`config.mk`:
```
export PLATFORM = sky130hd
export DESIGN_NAME = tmds_rx_channel
export DESIGN_NICKNAME = d
export VERILOG_FILES = /design/src/rtl/tmds_rx_channel.sv
export SDC_FILE = /design/constraint.sdc
export NUM_CORES = 1
export LEC_CHECK = 0
export ABC_AREA = 1
export CAP_MARGIN = 25
export CORE_MARGIN = 2
export CORE_UTILIZATION = 52
export CTS_CLUSTER_DIAMETER = 120
export DETAILED_ROUTE_END_ITERATION = 16
export PLACE_DENSITY = 0.72
export SYNTH_ARGS = -nofsm -noshare
export SYNTH_HDL_FRONTEND = slang
export SYNTH_SLANG_ARGS = --single-unit
```
`constraint.sdc`:
```
create_clock -name clk_bit -period 5 [get_ports clk_bit]
set_clock_uncertainty 0.05 [all_clocks]
set_input_delay 1 -clock clk_bit [delete_from_list [all_inputs] [get_ports clk_bit]]
set_output_delay 1 -clock clk_bit [all_outputs]
set_load 0.01 [all_outputs]
```
`src/rtl/tmds_rx_channel.sv`:
```
// Single-channel TMDS receiver: recovers the 10-bit symbol boundary from
// blanking-period control symbols and decodes one symbol per 5 clk_bit
// cycles (2 serial bits per cycle, LSB-first line order).
module tmds_rx_channel #(
   parameter int CTRL_RUN_LOCK = 8,
   parameter int HUNT_TIMEOUT  = 1024,
   parameter int LOSS_TIMEOUT  = 4096
) (
   input  logic       clk_bit,
   input  logic       rst_n_bit,
   input  logic       en,
   input  logic [1:0] sdata,
   output logic       sym_valid,
   output logic       de,
   output logic [7:0] data,
   output logic [1:0] ctrl,
   output logic [9:0] raw_sym,
   output logic       locked
);

   localparam int RUN_W  = $clog2(CTRL_RUN_LOCK + 1);
   localparam int HUNT_W = $clog2(HUNT_TIMEOUT + 1);
   localparam int LOSS_W = $clog2(LOSS_TIMEOUT + 1);

   typedef enum logic {HUNT, LOCKED} state_t;

   // The two oldest bits of the 12-bit line history never fall inside a
   // capture window, so only hist[11:3] is stored.
   logic [11:3]       hist;
   logic              off;
   logic [2:0]        phase;
   logic              skip;
   state_t            state;
   logic [HUNT_W-1:0] hunt_ctr;
   logic [LOSS_W-1:0] loss_ctr;
   logic [RUN_W-1:0]  ctrl_run;

   logic [11:1]       hist_d;
   logic              off_d, skip_d, capture, slip, is_ctrl, run_hit;
   logic [2:0]        phase_d;
   state_t            state_d;
   logic [HUNT_W-1:0] hunt_d, hunt_inc;
   logic [LOSS_W-1:0] loss_d, loss_inc;
   logic [RUN_W-1:0]  run_d, run_inc;
   logic [9:0]        cand, q;
   logic [7:0]        dec;
   logic [1:0]        ctrl_code;
   logic              sym_valid_d, de_d;
   logic [7:0]        data_d;
   logic [1:0]        ctrl_d;
   logic [9:0]        raw_d;

   assign locked = (state == LOCKED);

   // Next-state logic: shift, capture window, classify/decode, alignment FSM.
   // NOTE: every variable written here gets a default first, so no path can
   // leave one unassigned and infer a latch.
   always_comb begin
      hist_d      = {sdata, hist[11:3]};
      cand        = off ? hist_d[10:1] : hist_d[11:2];
      capture     = (phase == 3'd4) && !skip;

      is_ctrl   = 1'b1;
      ctrl_code = 2'b00;
      case (cand)
         10'h354: ctrl_code = 2'b00;
         10'h0AB: ctrl_code = 2'b01;
         10'h154: ctrl_code = 2'b10;
         10'h2AB: ctrl_code = 2'b11;
         default: is_ctrl = 1'b0;
      endcase

      q      = cand[9] ? {cand[9:8], ~cand[7:0]} : cand;
      dec[0] = q[0];
      for (int i = 1; i < 8; i++)
         dec[i] = q[8] ? (q[i] ^ q[i-1]) : ~(q[i] ^ q[i-1]);

      run_inc  = !is_ctrl ? '0 :
                 (ctrl_run == RUN_W'(CTRL_RUN_LOCK)) ? ctrl_run : ctrl_run + 1'b1;
      run_hit  = (run_inc == RUN_W'(CTRL_RUN_LOCK));
      hunt_inc = hunt_ctr + 1'b1;
      loss_inc = loss_ctr + 1'b1;

      phase_d     = (phase == 3'd4) ? 3'd0 : phase + 3'd1;
      skip_d      = 1'b0;
      off_d       = off;
      slip        = 1'b0;
      state_d     = state;
      hunt_d      = hunt_ctr;
      loss_d      = loss_ctr;
      run_d       = ctrl_run;
      sym_valid_d = 1'b0;
      de_d        = de;
      data_d      = data;
      ctrl_d      = ctrl;
      raw_d       = raw_sym;

      if (capture) begin
         run_d = run_inc;
         if (state == HUNT) begin
            if (run_hit) begin
               state_d = LOCKED;
               hunt_d  = '0;
               loss_d  = '0;
            end else if (hunt_inc == HUNT_W'(HUNT_TIMEOUT)) begin
               slip   = 1'b1;
               hunt_d = '0;
               run_d  = '0;
            end else begin
               hunt_d = hunt_inc;
            end
         end else begin
            if (run_hit) begin
               loss_d = '0;
            end else if (loss_inc == LOSS_W'(LOSS_TIMEOUT)) begin
               state_d = HUNT;
               slip    = 1'b1;
               hunt_d  = '0;
               loss_d  = '0;
               run_d   = '0;
            end else begin
               loss_d = loss_inc;
            end
         end

         // The symbol that completes a lock run is emitted; the one that
         // drops lock is not.
         if (state_d == LOCKED) begin
            sym_valid_d = 1'b1;
            de_d        = !is_ctrl;
            data_d      = is_ctrl ? data : dec;
            ctrl_d      = is_ctrl ? ctrl_code : ctrl;
            raw_d       = cand;
         end

         // off 0->1 moves the window one bit earlier in place; off 1->0
         // stretches the symbol period to 6 cycles by idling one cycle at
         // phase 4 without capturing.
         if (slip) begin
            off_d = ~off;
            if (off) begin
               phase_d = 3'd4;
               skip_d  = 1'b1;
            end
         end
      end
   end

   // State register; en=0 synchronously returns everything to reset values.
   // NOTE: sequential state uses non-blocking assignments so every register
   // samples the pre-edge values computed above, independent of block order.
   always_ff @(posedge clk_bit or negedge rst_n_bit) begin
      if (!rst_n_bit) begin
         hist      <= '0;
         off       <= 1'b0;
         phase     <= 3'd0;
         skip      <= 1'b0;
         state     <= HUNT;
         hunt_ctr  <= '0;
         loss_ctr  <= '0;
         ctrl_run  <= '0;
         sym_valid <= 1'b0;
         de        <= 1'b0;
         data      <= 8'd0;
         ctrl      <= 2'd0;
         raw_sym   <= 10'd0;
      end else if (!en) begin
         hist      <= '0;
         off       <= 1'b0;
         phase     <= 3'd0;
         skip      <= 1'b0;
         state     <= HUNT;
         hunt_ctr  <= '0;
         loss_ctr  <= '0;
         ctrl_run  <= '0;
         sym_valid <= 1'b0;
         de        <= 1'b0;
         data      <= 8'd0;
         ctrl      <= 2'd0;
         raw_sym   <= 10'd0;
      end else begin
         hist      <= hist_d[11:3];
         off       <= off_d;
         phase     <= phase_d;
         skip      <= skip_d;
         state     <= state_d;
         hunt_ctr  <= hunt_d;
         loss_ctr  <= loss_d;
         ctrl_run  <= run_d;
         sym_valid <= sym_valid_d;
         de        <= de_d;
         data      <= data_d;
         ctrl      <= ctrl_d;
         raw_sym   <= raw_d;
      end
   end

endmodule
```
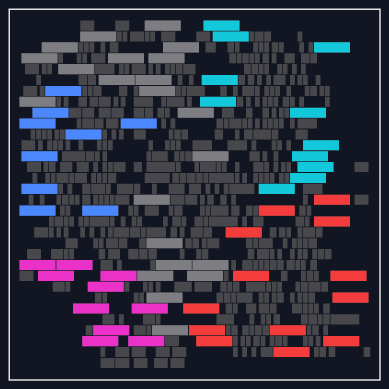
Figure 1: register map, names as in the netlist.
Drawn at 4 px/µm. Other sequential cells in the stronger gray, the rest of the logic in the fainter gray.
Key: magenta = `raw_sym` [flops 10, where bottom left]; blue = `hist` [flops 9]; cyan = `hunt_ctr` [flops 11]; red = `loss_ctr` [flops 13]
Another 22 sequential cells are not colored.

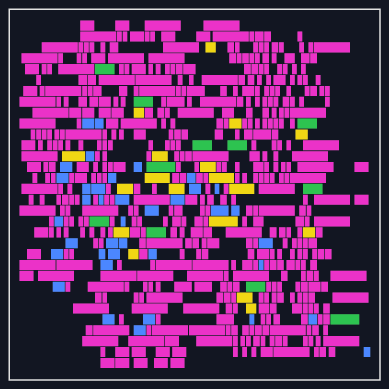
Figure 2: cell sizes after repair.
Drawn at 4 px/µm.
Key: yellow = x3 and x4 [cells 18, most used nand2_4]; blue = x2 [cells 38, most used o21ai_2]; magenta = x1 and smaller [cells 503, most used nand2_1]; green = x6 and larger [cells 11, most used clkbuf_8]

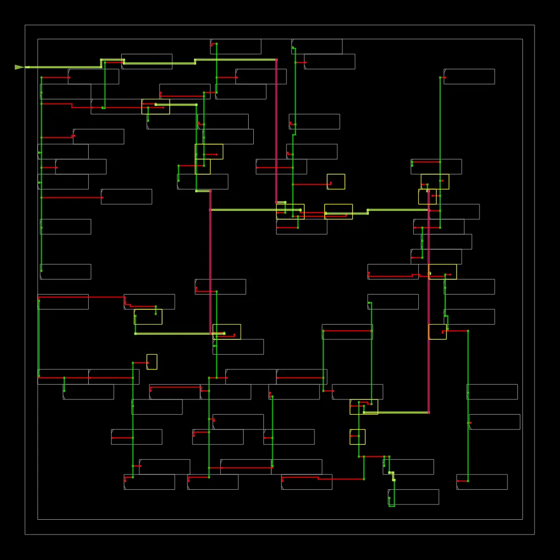
Figure 3: clock wiring as the flow saved it.
clock buffer count: 9
flip-flops: 65

==> GITHUB_STEP_SUMMARY <==
### Metrics collected by this job

| Metric | Value |
|---|---|
| M1 wire length | 3660 µm |
| Syn. warnings | 0 |
| Max Slew Vio Count | 0 |
| Largest power group | registers |
| Combinational power share | 8.9% |
| Fa+ha+maj area frac | 1.85% |
| Filler cells | 694 |
| Seq area share | 35.8% |
| Routed wl met2 | 4580 µm |
| Initial antenna violation count | 0 |
| OpenROAD warning count | 28 |
| Clk pin slew, worst setup/hold paths | 70 ps |
| Largest register FFs | 13 |
| Comb area leader | simple AND/OR/NAND/NOR gates |
| Met1 usage | 26.4% |
| Slew headroom | 38.9% |
| Layout cell share with drive strength beyond 1 | 11.8% |
| Max-Cap Viols | 0 |
| Unrepaired setup endpoints after global routing | false |
| Initial drt markers | 159 |
| Dominant cell area share | 40.1% |
| Worst path slowest cell | clkdlybuf4s50_1 |
| Seq/Total Area, Yosys | 40.1% |
| Hold path startpoint | data[4] |
| Final tally of setup violations | 0 |
| Fin cells | 672 |
| Yosys chip area | 0.00406 mm² |
| Vias | 3460 |
| Worst Setup Start Kind | primary input |
| Xor/xnor share | 4.32% |
| Worst skew pair latency | 350 ps |
| DRC viols | 0 |
| Internal | 0.744 mW |
| Die X | 92.3 µm |
| Setup CP Type | in2reg |
| Switch Pwr | 0.285 mW |
| Post-synth area hogs | dfrtp_1 40%, nand2_1 16%, inv_1 6.3% |
| Logic Gate Count | 386 |
| Crit path required time | 5210 ps |
| Clock network power share | 37.9% |
| Largest regs | loss_ctr (13), hunt_ctr (11), raw_sym (10) |
| CP Depth | 13 |
| Net count after synthesis | 549 |
| CP endpoint | loss_ctr[11] |
| Pwr/cell area | 226 mW/mm² |
| Most used flip-flop cell | dfrtp_1 |
| Dominant logic cell type in the layout | nand2_1 |
| Post-CTS Resized | 0 |
| Leading cell kind | combinational gates |
| Ys async rst share | 100% |
| Layout Nets | 577 |
| Comb group | 0.0916 mW |
| Fin Hold WS | 425 ps |
| Status | finished clean |
| Crit Path Max Fanout | 14 |
| Clock Sinks | 65 |
| Core region area | 0.00765 mm² |
| TNS Setup | 0 ps |
| Post-synth EDFFs | 0 |
| Min Tclk post-route | 2930 ps |
| Most common cell in the netlist | nand2_1 |
No activity file was given, so power comes from the tool's default toggle rates.
